[src/rtl/imem_loader_if.sv]
// Byte-stream input, instruction-memory write port and status lines of the boot loader.
// The loader is the slave; the boot source / system side is the master.
interface imem_loader_if #(
   parameter int unsigned ADDR_W = 10
);
   logic              start;
   logic              in_valid;
   logic [7:0]        in_data;
   logic              in_last;
   logic              in_ready;
   logic              imem_we;
   logic [ADDR_W-1:0] imem_addr;
   logic [31:0]       imem_wdata;
   logic              core_stall;
   logic              done;
   logic              err;
   logic [ADDR_W:0]   word_count;

   modport master (
      output start, in_valid, in_data, in_last,
      input  in_ready, imem_we, imem_addr, imem_wdata, core_stall, done, err, word_count
   );

   modport slave (
      input  start, in_valid, in_data, in_last,
      output in_ready, imem_we, imem_addr, imem_wdata, core_stall, done, err, word_count
   );
endinterface

[src/rtl/imem_loader.sv]
// Boot-time loader: assembles little-endian bytes into words, screens opcodes, writes imem
// while stalling the core. All outputs are decoded from registered state only.
module imem_loader #(
   parameter int unsigned ADDR_W = 10
) (
   input logic          clk,
   input logic          rst_n,
   imem_loader_if.slave bus
);
   localparam logic [2:0] StIdle   = 3'd0;
   localparam logic [2:0] StLoad   = 3'd1;
   localparam logic [2:0] StWrite  = 3'd2;
   localparam logic [2:0] StFinish = 3'd3;
   localparam logic [2:0] StError  = 3'd4;

   logic [2:0]      state_q, state_d;
   logic [31:0]     word_q, word_d;
   logic [1:0]      idx_q, idx_d;
   logic            last_q, last_d;
   logic [ADDR_W:0] cnt_q, cnt_d;
   logic            legal;
   logic            full;

   always_comb begin
      legal = 1'b0;
      case (word_q[6:0])
         7'b0000000, 7'b0110011, 7'b0010011, 7'b0000011, 7'b0100011,
         7'b1100011, 7'b1100111, 7'b1101111, 7'b0010111: legal = 1'b1;
         default: legal = 1'b0;
      endcase
   end

   // The extra count bit is set exactly when every word slot has been written.
   assign full = cnt_q[ADDR_W];

   always_comb begin
      state_d = state_q;
      word_d  = word_q;
      idx_d   = idx_q;
      last_d  = last_q;
      cnt_d   = cnt_q;
      case (state_q)
         StIdle, StError: begin
            if (bus.start) begin
               state_d = StLoad;
               word_d  = '0;
               idx_d   = '0;
               last_d  = 1'b0;
               cnt_d   = '0;
            end
         end
         StLoad: begin
            if (bus.in_valid) begin
               word_d[{idx_q, 3'b000} +: 8] = bus.in_data;
               idx_d = idx_q + 2'd1;
               if (idx_q == 2'd3) begin
                  state_d = StWrite;
                  last_d  = bus.in_last;
               end else if (bus.in_last) begin
                  state_d = StError;
               end
            end
         end
         StWrite: begin
            if (full || !legal) begin
               state_d = StError;
            end else begin
               cnt_d   = cnt_q + {{ADDR_W{1'b0}}, 1'b1};
               state_d = last_q ? StFinish : StLoad;
            end
         end
         StFinish: state_d = StIdle;
         default:  state_d = StIdle;
      endcase
   end

   always_ff @(posedge clk) begin
      if (!rst_n) begin
         state_q <= StIdle;
         word_q  <= '0;
         idx_q   <= '0;
         last_q  <= 1'b0;
         cnt_q   <= '0;
      end else begin
         state_q <= state_d;
         word_q  <= word_d;
         idx_q   <= idx_d;
         last_q  <= last_d;
         cnt_q   <= cnt_d;
      end
   end

   assign bus.in_ready   = (state_q == StLoad);
   assign bus.imem_we    = (state_q == StWrite) && !full && legal;
   assign bus.imem_addr  = cnt_q[ADDR_W-1:0];
   assign bus.imem_wdata = word_q;
   assign bus.core_stall = (state_q != StIdle);
   assign bus.done       = (state_q == StFinish);
   assign bus.err        = (state_q == StError);
   assign bus.word_count = cnt_q;
endmodule

[src/flat_wrapper.sv]
// flat-port wrapper written by rule: the top's interface ports become plain ports
module imem_loader_flat 
#(
   parameter int unsigned ADDR_W = 10
)
  (clk, rst_n, bus_start, bus_in_valid, bus_in_data, bus_in_last, bus_in_ready, bus_imem_we, bus_imem_addr, bus_imem_wdata, bus_core_stall, bus_done, bus_err, bus_word_count);
  imem_loader_if #(.ADDR_W(ADDR_W)) bus_i ();
  input logic clk;
  input logic rst_n;
  input wire logic [$bits(bus_i.start)-1:0] bus_start;
  input wire logic [$bits(bus_i.in_valid)-1:0] bus_in_valid;
  input wire logic [$bits(bus_i.in_data)-1:0] bus_in_data;
  input wire logic [$bits(bus_i.in_last)-1:0] bus_in_last;
  output wire logic [$bits(bus_i.in_ready)-1:0] bus_in_ready;
  output wire logic [$bits(bus_i.imem_we)-1:0] bus_imem_we;
  output wire logic [$bits(bus_i.imem_addr)-1:0] bus_imem_addr;
  output wire logic [$bits(bus_i.imem_wdata)-1:0] bus_imem_wdata;
  output wire logic [$bits(bus_i.core_stall)-1:0] bus_core_stall;
  output wire logic [$bits(bus_i.done)-1:0] bus_done;
  output wire logic [$bits(bus_i.err)-1:0] bus_err;
  output wire logic [$bits(bus_i.word_count)-1:0] bus_word_count;
  assign bus_i.start = bus_start;
  assign bus_i.in_valid = bus_in_valid;
  assign bus_i.in_data = bus_in_data;
  assign bus_i.in_last = bus_in_last;
  assign bus_in_ready = bus_i.in_ready;
  assign bus_imem_we = bus_i.imem_we;
  assign bus_imem_addr = bus_i.imem_addr;
  assign bus_imem_wdata = bus_i.imem_wdata;
  assign bus_core_stall = bus_i.core_stall;
  assign bus_done = bus_i.done;
  assign bus_err = bus_i.err;
  assign bus_word_count = bus_i.word_count;
  imem_loader #(.ADDR_W(ADDR_W)) u_core (.clk(clk), .rst_n(rst_n), .bus(bus_i));
endmodule
[config.mk]
export PLATFORM = sky130hd
export DESIGN_NAME = imem_loader_flat
export DESIGN_NICKNAME = d
export VERILOG_FILES = /design/src/rtl/imem_loader_if.sv /design/src/rtl/imem_loader.sv /design/src/flat_wrapper.sv
export SDC_FILE = /design/constraint.sdc
export NUM_CORES = 1
export LEC_CHECK = 0
export CORE_MARGIN = 8
export CORE_UTILIZATION = 43
export CTS_CLUSTER_SIZE = 12
export DETAILED_ROUTE_END_ITERATION = 10
export PLACE_DENSITY_LB_ADDON = 0.15
export SYNTH_ARGS = -nofsm -noshare
export SYNTH_HDL_FRONTEND = slang
export SYNTH_SLANG_ARGS = --single-unit
export TNS_END_PERCENT = 30
[constraint.sdc]
create_clock -name clk -period 1.8 [get_ports clk]
set_input_delay 0.18 -clock clk [delete_from_list [all_inputs] [get_ports clk]]
set_output_delay 0.18 -clock clk [all_outputs]
set_load 0.1 [all_outputs]
==> images/gate_families.png <==
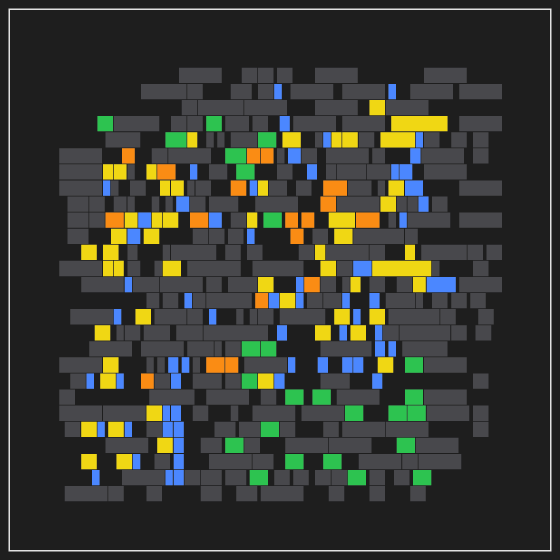
Green shows AND-OR and OR-AND gates, cells 25, most used a22o_1. Orange shows AND and OR gates, cells 18, most used and3_1. Yellow shows inverting AOI/OAI gates, cells 52, most used a21boi_0. Blue shows NAND gates, cells 61, most used nand2_1.

==> flow_metrics.tcl <==
# place-and-route summary
set metrics [dict create \
    gp_routability_congestion 0.8180 \
    power_switching_w 0.0007081 \
    setup_viol 6 \
    n_antenna_cell 0 \
    p_comb_share_pct 20.4 \
    timing_worst_setup_path_type "reg -> out" \
    drt-initial-drc-count 93 \
    cell_count_in_the_yosys_report 278 \
    clkPwrFrac_pct 34.3 \
    setup_ws_ns -0.1551 \
    grt_antenna_before_repair 0 \
    number_of_warnings_in_the_stage_logs 34 \
    grt_pass1_vias 2337 \
    cap_viol_max_count 0 \
    total_power_after_layout_w 0.002427 \
    cts.reportedPaths.clkPinSlew_ns 0.09 \
    failing_checks "setup timing" \
    portBuffers 70 \
    final_net_count 396 \
    pin_count 71 \
    hold-worst-slack_ns 0.4689 \
    power.sequential.fraction_pct 45.3 \
    wl_um 6700 \
    outcome "finished with violations" \
    hold_path_depth 2 \
    grt_max_degree 18 \
    setup.worst_path.end_class "output pin" \
    reg_to_reg_critical_path_startpoint "u_core.bus.imem_wdata[6]" \
]
==> images/final_clocks.png <==
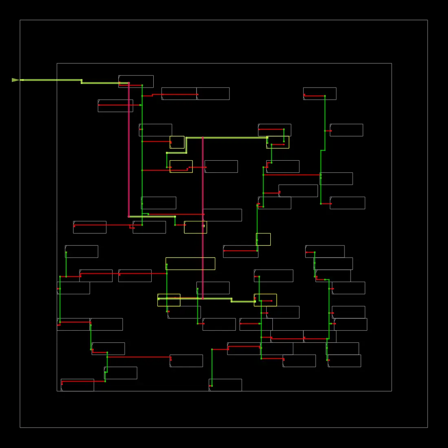
clkbuf count: 5
power drawn by the clock network: 0.000832 W
number of clock buffers inserted by TritonCTS: 5

-- synth_stat cells (all sizes together), types with 4 or more instances --
library cell and n:
a21oi 9, nand2b 5, a21boi 18, o21ai 6
nand2 31, nor2 19, a22oi 4, dfxtp 49
ha 7, nor3 5, nor2b 4, buf 16
inv 7, nor4 5, nand3 21, clkbuf 8
a22o 16, and3 4
-- through the flow --
| step | setup slack [ns] | TNS (ns) | instance area (um2) | util, % |
|---|---|---|---|---|
| 2_1_floorplan | -0.2993 | -2.409 | 2491 | - |
| 3_3_place_gp | -0.06759 | -0.1427 | 3496 | 63.49 |
| 3_5_place_dp | -0.09302 | -0.3760 | 3496 | 63.49 |
| 4_1_cts | -0.1539 | -0.1539 | 3660 | 66.46 |
| 5_1_grt | -0.2196 | -0.9756 | 3760 | 68.28 |
| 6_report | -0.1551 | -0.4209 | 3760 | 68.28 |
-- sequential cells by signal, indices dropped and copies added, names as in the netlist --
signal	count
u_core.bus.imem_wdata	32
u_core.bus.word_count	11
u_core.state_q	3
u_core.idx_q	2
u_core.last_q	1
-- power groups by stage --
| stage | Combinational, W | Sequential (W) | Clock (W) |
|---|---|---|---|
| after floorplan | 0.000231 | 0.00117 | 0 |
| after global placement | 0.000424 | 0.00112 | 0 |
| after detailed placement | 0.000430 | 0.00112 | 0 |
| after CTS | 0.000458 | 0.00110 | 0.000839 |
| after global routing | 0.000535 | 0.00110 | 0.000894 |
| final | 0.000496 | 0.00110 | 0.000832 |
-- layout make-up --
cell class / instances / area (um2) / share of cell area (%)
multi-input combinational: 198 / 1380 / 36.71
timing repair buffer: 115 / 1139 / 30.28
inverter: 7 / 26.28 / 0.6988
tap: 72 / 90.09 / 2.396
clock buffer: 5 / 68.82 / 1.830
sequential: 49 / 1008 / 26.82
clock inverter: 3 / 47.55 / 1.265
-- kinds of logic after synthesis --
group,count (synthesis),synth area share [%]
and+or+nand+nor,114,25.45
AOI/OAI and AO/OA,77,24.12
DFF,49,40.23
buffers and inverters,31,6.619
adders and majority gates,7,3.591
-- worst min-delay path, delay by kind of cell, from the launching register on --
kind | cells | cell delay, ns
flops | 1 | 0.33
compound gates | 1 | 0.06
simple gates | 1 | 0.04
-- layout by cell type (no fill, tap or decap), types with 2 or more instances in the layout --
master and n:
a21boi_0 16, a22oi_1 4, nand2b_1 4, nand3_1 21, dfxtp_1 37, clkdlybuf4s50_1 12, nor2_1 18, dfxtp_4 5
a22o_1 16, clkbuf_8 5, nor4_4 2, and2_1 2, or2_2 2, nor4_1 3, and3b_1 3, inv_1 5
nor2b_1 3, o211ai_1 2, o21bai_1 2, nor3_1 4, o21ai_0 5, a21oi_1 7, o21a_1 3, a21boi_1 2
buf_4 82, and3_1 4, nand2_1 31, inv_2 2, o22ai_1 3, a21oi_2 2, inv_6 2, nand4_1 2
buf_12 19, buf_6 2, nand4b_1 2, dfxtp_2 7, ha_1 5, o31ai_1 2
-- metal layers --
metal	routed length [um]	track usage, %	up-vias	part of all wire, %
met4	82	4.775	0	1.2
met5	0	0	-	0
met1	3155	20.54	1114	47
li1	-	-	1199	-
met2	3173	26.42	49	47
met3	288	4.115	7	4.3
Power is estimated from default activity; no workload was simulated.
